### Signal metal coverage by tile, run 1

The die is cut into 13 by 14 equal tiles; black is low, pale yellow is high, scaled to the fullest tile. Values are wire area over tile area, all layers added.
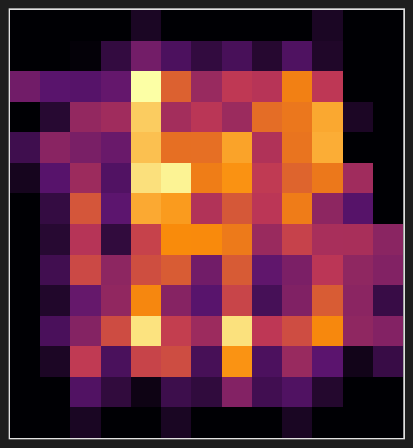
### Placed standard cells, run 1

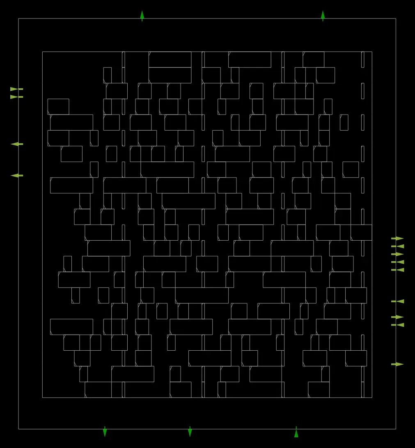
### Signal wires by layer, run 1

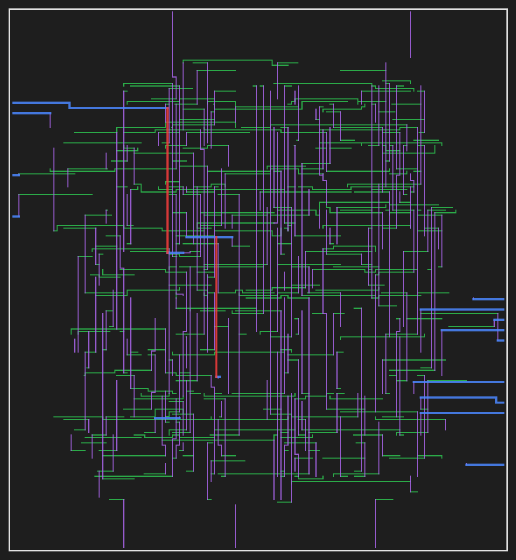
**src/rtl/elev_pkg.sv**
```systemverilog
// -----------------------------------------------------------------------------
// elev_pkg
// Shared types and constants for the elevator request scheduler.
//   FLOOR_W       : width of a floor number
//   NFLOORS       : number of floors served (one request bit per floor)
//   sched_state_t : scheduler top-level state
//   floor_t       : floor number type
// -----------------------------------------------------------------------------
package elev_pkg;

    localparam int FLOOR_W = 2;
    localparam int NFLOORS = 4;

    typedef enum logic [1:0] {
        IDLE = 2'd0,
        MOVE = 2'd1,
        DOOR = 2'd2
    } sched_state_t;

    typedef logic [FLOOR_W-1:0] floor_t;

endpackage

```
**src/rtl/elev_target_sel.sv**
```systemverilog
// -----------------------------------------------------------------------------
// elev_target_sel
// Combinational SCAN target picker. Finds the nearest pending floor above and
// below the current floor, then keeps the current direction if there is work
// ahead, otherwise reverses and takes the nearest floor the other way.
// The current floor itself is never offered as a target.
//
// Ports:
//   pending [NFLOORS-1:0] in  : latched, unserved requests
//   cf      [FLOOR_W-1:0] in  : current floor
//   dir_up                in  : current travel direction, 1 = up
//   target  [FLOOR_W-1:0] out : selected floor (equals cf when nothing found)
//   found                 out : a floor other than cf is pending
//   new_dir               out : direction implied by the selection
// -----------------------------------------------------------------------------
module elev_target_sel
    import elev_pkg::*;
(
    input  logic [NFLOORS-1:0] pending,
    input  floor_t             cf,
    input  logic               dir_up,
    output floor_t             target,
    output logic               found,
    output logic               new_dir
);

    floor_t near_above;
    floor_t near_below;
    logic   has_above;
    logic   has_below;

    always_comb begin
        near_above = '0;
        has_above  = 1'b0;
        // Walk downwards so the last hit is the lowest floor above cf.
        for (int i = NFLOORS - 1; i >= 0; i--) begin
            if (pending[i] && (i > int'(cf))) begin
                near_above = floor_t'(i);
                has_above  = 1'b1;
            end
        end

        near_below = '0;
        has_below  = 1'b0;
        // Walk upwards so the last hit is the highest floor below cf.
        for (int i = 0; i < NFLOORS; i++) begin
            if (pending[i] && (i < int'(cf))) begin
                near_below = floor_t'(i);
                has_below  = 1'b1;
            end
        end
    end

    always_comb begin
        target  = cf;
        found   = has_above | has_below;
        new_dir = dir_up;
        if (dir_up && has_above) begin
            target = near_above;
        end else if (!dir_up && has_below) begin
            target = near_below;
        end else if (has_above) begin
            // Was heading down with nothing below: turn around.
            new_dir = 1'b1;
            target  = near_above;
        end else if (has_below) begin
            // Was heading up with nothing above: turn around.
            new_dir = 1'b0;
            target  = near_below;
        end
    end

endmodule

```
**src/rtl/elevator_scheduler.sv**
```systemverilog
// -----------------------------------------------------------------------------
// elevator_scheduler
// Latches hall/car calls for four floors, chooses the next target with a SCAN
// policy, drives it to the floor-tracking fsm and runs the door timer when the
// fsm reports arrival.
//
// Parameters:
//   DOOR_CYCLES : cycles door_open stays high per stop (1..15)
//   CNT_W       : door timer width, must hold DOOR_CYCLES
//
// Ports:
//   clk        in  : system clock, rising edge
//   rst        in  : synchronous active-high reset
//   req  [3:0] in  : call request per floor, pulse or level
//   cf   [1:0] in  : current floor reported by the fsm
//   floor[1:0] out : target floor driven to the fsm (holds when not valid)
//   tgt_valid  out : floor is a live target, fsm moves only while high
//   door_open  out : door open at cf
//   dir_up     out : current SCAN direction, 1 = up
//   pending[3:0] out : latched, unserved requests
//   busy       out : scheduler is not idle
// -----------------------------------------------------------------------------
module elevator_scheduler
    import elev_pkg::*;
#(
    parameter int DOOR_CYCLES = 4,
    parameter int CNT_W       = 4
) (
    input  logic               clk,
    input  logic               rst,
    input  logic [NFLOORS-1:0] req,
    input  logic [FLOOR_W-1:0] cf,
    output logic [FLOOR_W-1:0] floor,
    output logic               tgt_valid,
    output logic               door_open,
    output logic               dir_up,
    output logic [NFLOORS-1:0] pending,
    output logic               busy
);

    localparam logic [CNT_W-1:0] DOOR_LOAD = CNT_W'(DOOR_CYCLES);

    sched_state_t       state_q,      state_d;
    logic [NFLOORS-1:0] pending_q,    pending_d;
    logic [CNT_W-1:0]   timer_q,      timer_d;
    floor_t             floor_q,      floor_d;
    logic               tgt_valid_q,  tgt_valid_d;
    logic               dir_up_q,     dir_up_d;
    floor_t             door_floor_q, door_floor_d;

    logic [NFLOORS-1:0] clear_mask;
    floor_t             sel_target;
    logic               sel_found;
    logic               sel_new_dir;

    elev_target_sel u_target_sel (
        .pending (pending_q),
        .cf      (cf),
        .dir_up  (dir_up_q),
        .target  (sel_target),
        .found   (sel_found),
        .new_dir (sel_new_dir)
    );

    always_comb begin
        state_d      = state_q;
        timer_d      = timer_q;
        floor_d      = floor_q;
        tgt_valid_d  = tgt_valid_q;
        dir_up_d     = dir_up_q;
        door_floor_d = door_floor_q;
        clear_mask   = '0;

        case (state_q)
            IDLE: begin
                if (pending_q != '0) begin
                    if (pending_q[cf]) begin
                        // Call at the floor we are parked on: open directly.
                        state_d        = DOOR;
                        timer_d        = DOOR_LOAD;
                        door_floor_d   = cf;
                        clear_mask[cf] = 1'b1;
                    end else if (sel_found) begin
                        state_d     = MOVE;
                        floor_d     = sel_target;
                        dir_up_d    = sel_new_dir;
                        tgt_valid_d = 1'b1;
                    end
                end
            end

            MOVE: begin
                if (cf == floor_q) begin
                    state_d        = DOOR;
                    tgt_valid_d    = 1'b0;
                    timer_d        = DOOR_LOAD;
                    door_floor_d   = cf;
                    clear_mask[cf] = 1'b1;
                end else if (sel_found && (sel_new_dir == dir_up_q)) begin
                    // The current target is still pending and ahead of cf, so
                    // the nearest floor ahead is either it or an en-route stop
                    // between cf and it; never a floor behind.
                    floor_d = sel_target;
                end
            end

            DOOR: begin
                // Calls for the floor the door is open at are absorbed. The
                // floor latched on entry is used so a cf glitch from the fsm
                // neither clears another floor nor disturbs the timing.
                clear_mask[door_floor_q] = 1'b1;
                if (timer_q != '0) begin
                    timer_d = timer_q - CNT_W'(1);
                end
                if (timer_q <= CNT_W'(1)) begin
                    state_d = IDLE;
                end
            end

            default: begin
                state_d = IDLE;
            end
        endcase

        pending_d = (pending_q | req) & ~clear_mask;
    end

    always_ff @(posedge clk) begin
        if (rst) begin
            state_q      <= IDLE;
            pending_q    <= '0;
            timer_q      <= '0;
            floor_q      <= '0;
            tgt_valid_q  <= 1'b0;
            dir_up_q     <= 1'b1;
            door_floor_q <= '0;
        end else begin
            state_q      <= state_d;
            pending_q    <= pending_d;
            timer_q      <= timer_d;
            floor_q      <= floor_d;
            tgt_valid_q  <= tgt_valid_d;
            dir_up_q     <= dir_up_d;
            door_floor_q <= door_floor_d;
        end
    end

    assign floor     = floor_q;
    assign tgt_valid = tgt_valid_q;
    assign door_open = (state_q == DOOR) && (timer_q != '0);
    assign dir_up    = dir_up_q;
    assign pending   = pending_q;
    assign busy      = (state_q != IDLE);

endmodule

```
**config.mk**
```make
export PLATFORM = sky130hd
export DESIGN_NAME = elevator_scheduler
export DESIGN_NICKNAME = d
export VERILOG_FILES = /design/src/rtl/elev_pkg.sv /design/src/rtl/elev_target_sel.sv /design/src/rtl/elevator_scheduler.sv
export SDC_FILE = /design/constraint.sdc
export NUM_CORES = 1
export LEC_CHECK = 0
export ABC_CLOCK_PERIOD_IN_PS = 2920
export CELL_PAD_IN_SITES_DETAIL_PLACEMENT = 2
export CELL_PAD_IN_SITES_GLOBAL_PLACEMENT = 2
export CORE_ASPECT_RATIO = 1.1
export CORE_MARGIN = 4
export CORE_UTILIZATION = 30
export CTS_BUF_LIST = sky130_fd_sc_hd__clkbuf_16
export CTS_CLUSTER_DIAMETER = 50
export DETAILED_ROUTE_END_ITERATION = 6
export PLACE_DENSITY_LB_ADDON = 0.1
export REMOVE_ABC_BUFFERS = 1
export SYNTH_ARGS = -nofsm -noshare
export SYNTH_HDL_FRONTEND = slang
export SYNTH_HIERARCHICAL = 1
export SYNTH_SLANG_ARGS = --single-unit
export TNS_END_PERCENT = 100
```
**constraint.sdc**
```tcl
create_clock -name clk -period 2.92 [get_ports clk]
set_clock_uncertainty 0.15 [all_clocks]
set_input_delay 0.876 -clock clk [delete_from_list [all_inputs] [get_ports clk]]
set_output_delay 0.876 -clock clk [all_outputs]
set_load 0.02 [all_outputs]
```
==> flow_summary.json, run 1 <==
{
  "outcome": "completed",
  "nClkBuffers": 3,
  "maxPowerGroup": "combinational logic",
  "wl_met1_um": 1537,
  "netlist_area_um2": 1084,
  "pg_seq_mw": 0.315,
  "grt_first_pass_wirelength_um": 5837,
  "synth-seq-cells": 16,
  "crit_path_start_kind": "input pin",
  "worst_pin_slew_ps": 696.8,
  "fin_area_um2": 1451,
  "placed_cells": 200,
  "regToRegEndpoint": "floor[1]$_SDFFE_PP0P_",
  "highest-signal-layer": "met4",
  "hold_buffers": 0,
  "whs_path_depth": 2,
  "num-multi-input-gates": 98,
  "die_area_um2": 4638,
  "synth_cell_types": 43,
  "antenna_cells": 0,
  "edf_count": 0,
  "grt_util_met1_pct": 19.79,
  "numPortBuffers": 17,
  "seq_cell_count": 16,
  "ys.flop_type": "dfxtp_1",
  "ys_seq_share_pct": 29.56,
  "yosysChipArea_um2": 1084,
  "num_rows": 22,
  "cp-startpoint": "cf[1]",
  "post-cts-setup-buffers": 0,
  "final_nets": 167,
  "clock_sinks": 16,
  "hp-class": "flop to flop",
  "htreeDepth": 1,
  "regArea_um2": 320.3,
  "grt-ovfl-total": 0,
  "rr_startpoint": "pending[2]$_SDFF_PP0_",
  "final_util_pct": 42.52,
  "pwr-share-comb_pct": 40.0
}
About 'Signal metal coverage by tile':
28% of the tiles are over half the peak. The mean over all tiles is 0.11. 24% of the tiles are nearly empty.

About 'Placed standard cells':
core area: 3413 µm²
Well Taps: 48

About 'Signal wires by layer':
Green shows M1, wire length 1540 µm. Blue shows M3, wire length 102 µm. Red shows M4, wire length 37.4 µm. Purple shows M2, wire length 1780 µm.
WL final: 3459 µm
Global Route Usage Sum: 15.80%

==> run 1: worst max-delay path, cell delays in order <==
cell and delay (ps):
dlygate4sd2_1 270, a21oi_1 110, o21a_1 230, maj3_2 350, xnor2_2 160, a32oi_1 120, a221oi_2 290, buf_4 160
mux2i_1 180
==> run 1: cells by family (layout without fill, tap and decap cells) <==
| logic type | count (synthesis) | in the layout | synth area share [%] |
|---|---|---|---|
| simple gates | 43 | 43 | 20.56 |
| mux | 6 | 6 | 7.159 |
| buf+inv | 17 | 42 | 7.967 |
| compound gates | 43 | 43 | 28.98 |
| flops | 16 | 16 | 29.56 |
| fa+ha+maj | 3 | 3 | 3.348 |
| xor+xnor | 3 | 3 | 2.425 |
### Cell classes on the final placement, run 1

Bar = 20 µm. Fill, decap, tap and diode cells in grey.
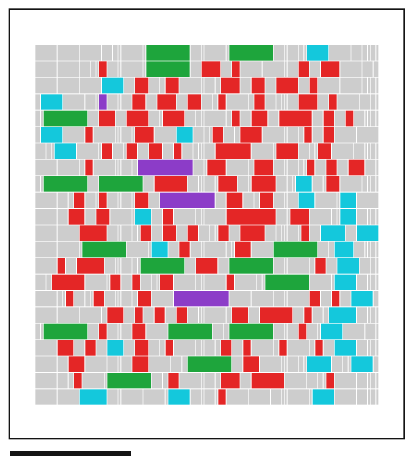

==> run 2, diff against run 1 <==
--- a/config.mk
+++ b/config.mk
@@ -6,11 +6,12 @@
 export NUM_CORES = 1
 export LEC_CHECK = 0
 export ABC_CLOCK_PERIOD_IN_PS = 2920
-export CELL_PAD_IN_SITES_DETAIL_PLACEMENT = 2
-export CELL_PAD_IN_SITES_GLOBAL_PLACEMENT = 2
+export CAP_MARGIN = 20
+export CELL_PAD_IN_SITES_DETAIL_PLACEMENT = 1
+export CELL_PAD_IN_SITES_GLOBAL_PLACEMENT = 1
 export CORE_ASPECT_RATIO = 1.1
 export CORE_MARGIN = 4
-export CORE_UTILIZATION = 30
+export CORE_UTILIZATION = 38
 export CTS_BUF_LIST = sky130_fd_sc_hd__clkbuf_16
 export CTS_CLUSTER_DIAMETER = 50
 export DETAILED_ROUTE_END_ITERATION = 6
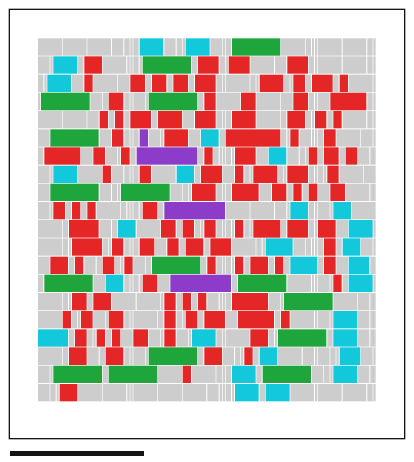
*Cell classes on the final placement, run 2*
Bar = 20 µm. Fill, decap, tap and diode cells in grey.
Green shows registers, cells 16, share of their area 23%. Red shows remaining logic cells, cells 109, share of their area 52%. Purple shows clock drivers and dummy loads, cells 4, share of their area 5.7%. Cyan shows remaining buffers and delay cells, cells 28, share of their area 19%.

==> flow_summary.json, run 2 <==
{
  "outcome": "completed",
  "yosysChipArea_um2": 1084,
  "num_rows": 20,
  "tap_cells": 33,
  "hold_buffers": 0,
  "die_area_um2": 3771,
  "regToRegEndpoint": "floor[1]$_SDFFE_PP0P_",
  "highest-signal-layer": "met4",
  "ys.flop_type": "dfxtp_1",
  "netlist_area_um2": 1084,
  "hp-class": "flop to flop",
  "edf_count": 0,
  "seq_cell_count": 16,
  "core-area_um2": 2753,
  "grt_first_pass_wirelength_um": 5388,
  "crit_slowest_cell": "maj3_2",
  "clock_sinks": 16,
  "crit_path_start_kind": "input pin",
  "grt_util_met1_pct": 23.87,
  "num-multi-input-gates": 98,
  "final_nets": 168,
  "maxPowerGroup": "combinational logic",
  "numPortBuffers": 17
}
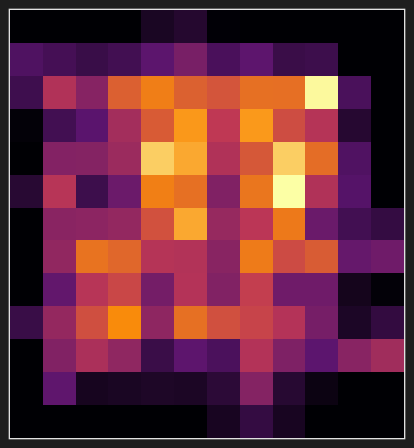
*Signal metal coverage by tile, run 2*
The die is cut into 12 by 13 equal tiles; black is low, pale yellow is high, scaled to the fullest tile. Values are wire area over tile area, all layers added.
The fullest tile reaches 0.40. The mean over all tiles is 0.12. The densest ninth of the die: middle.
Vias: 1068
Global Route Usage Sum: 18.39%
WL final: 3014 µm
drt wl/cell: 15.86 µm

==> run 2: cell families after synthesis <==
family                     after synthesis  share of synthesized area, %
muxes                                    6                         7.159
xor gates and xnor gates                 3                         2.425
and+or+nand+nor                         43                         20.56
DFF                                     16                         29.56
adders and majority gates                3                         3.348
AOI/OAI and AO/OA                       43                         28.98
buffers and inverters                   17                         7.967
==> run 2: per-stage QoR <==
stage | power, mW | TNS (ps)
after CTS | 0.9617 | 0
after floorplan | 0.5315 | 0
after global placement | 0.6749 | -861.2
final | 0.9507 | 0
after global routing | 1.021 | 0
after detailed placement | 0.6854 | -1246
==> run 2: critical path, delay by kind of cell <==
family,cells,cell delay [ps]
muxes,1,180
AOI/OAI and AO/OA,4,700
adders and majority gates,1,330
buffers and inverters,3,530
xor gates and xnor gates,1,170
Power is estimated from default activity; no workload was simulated.
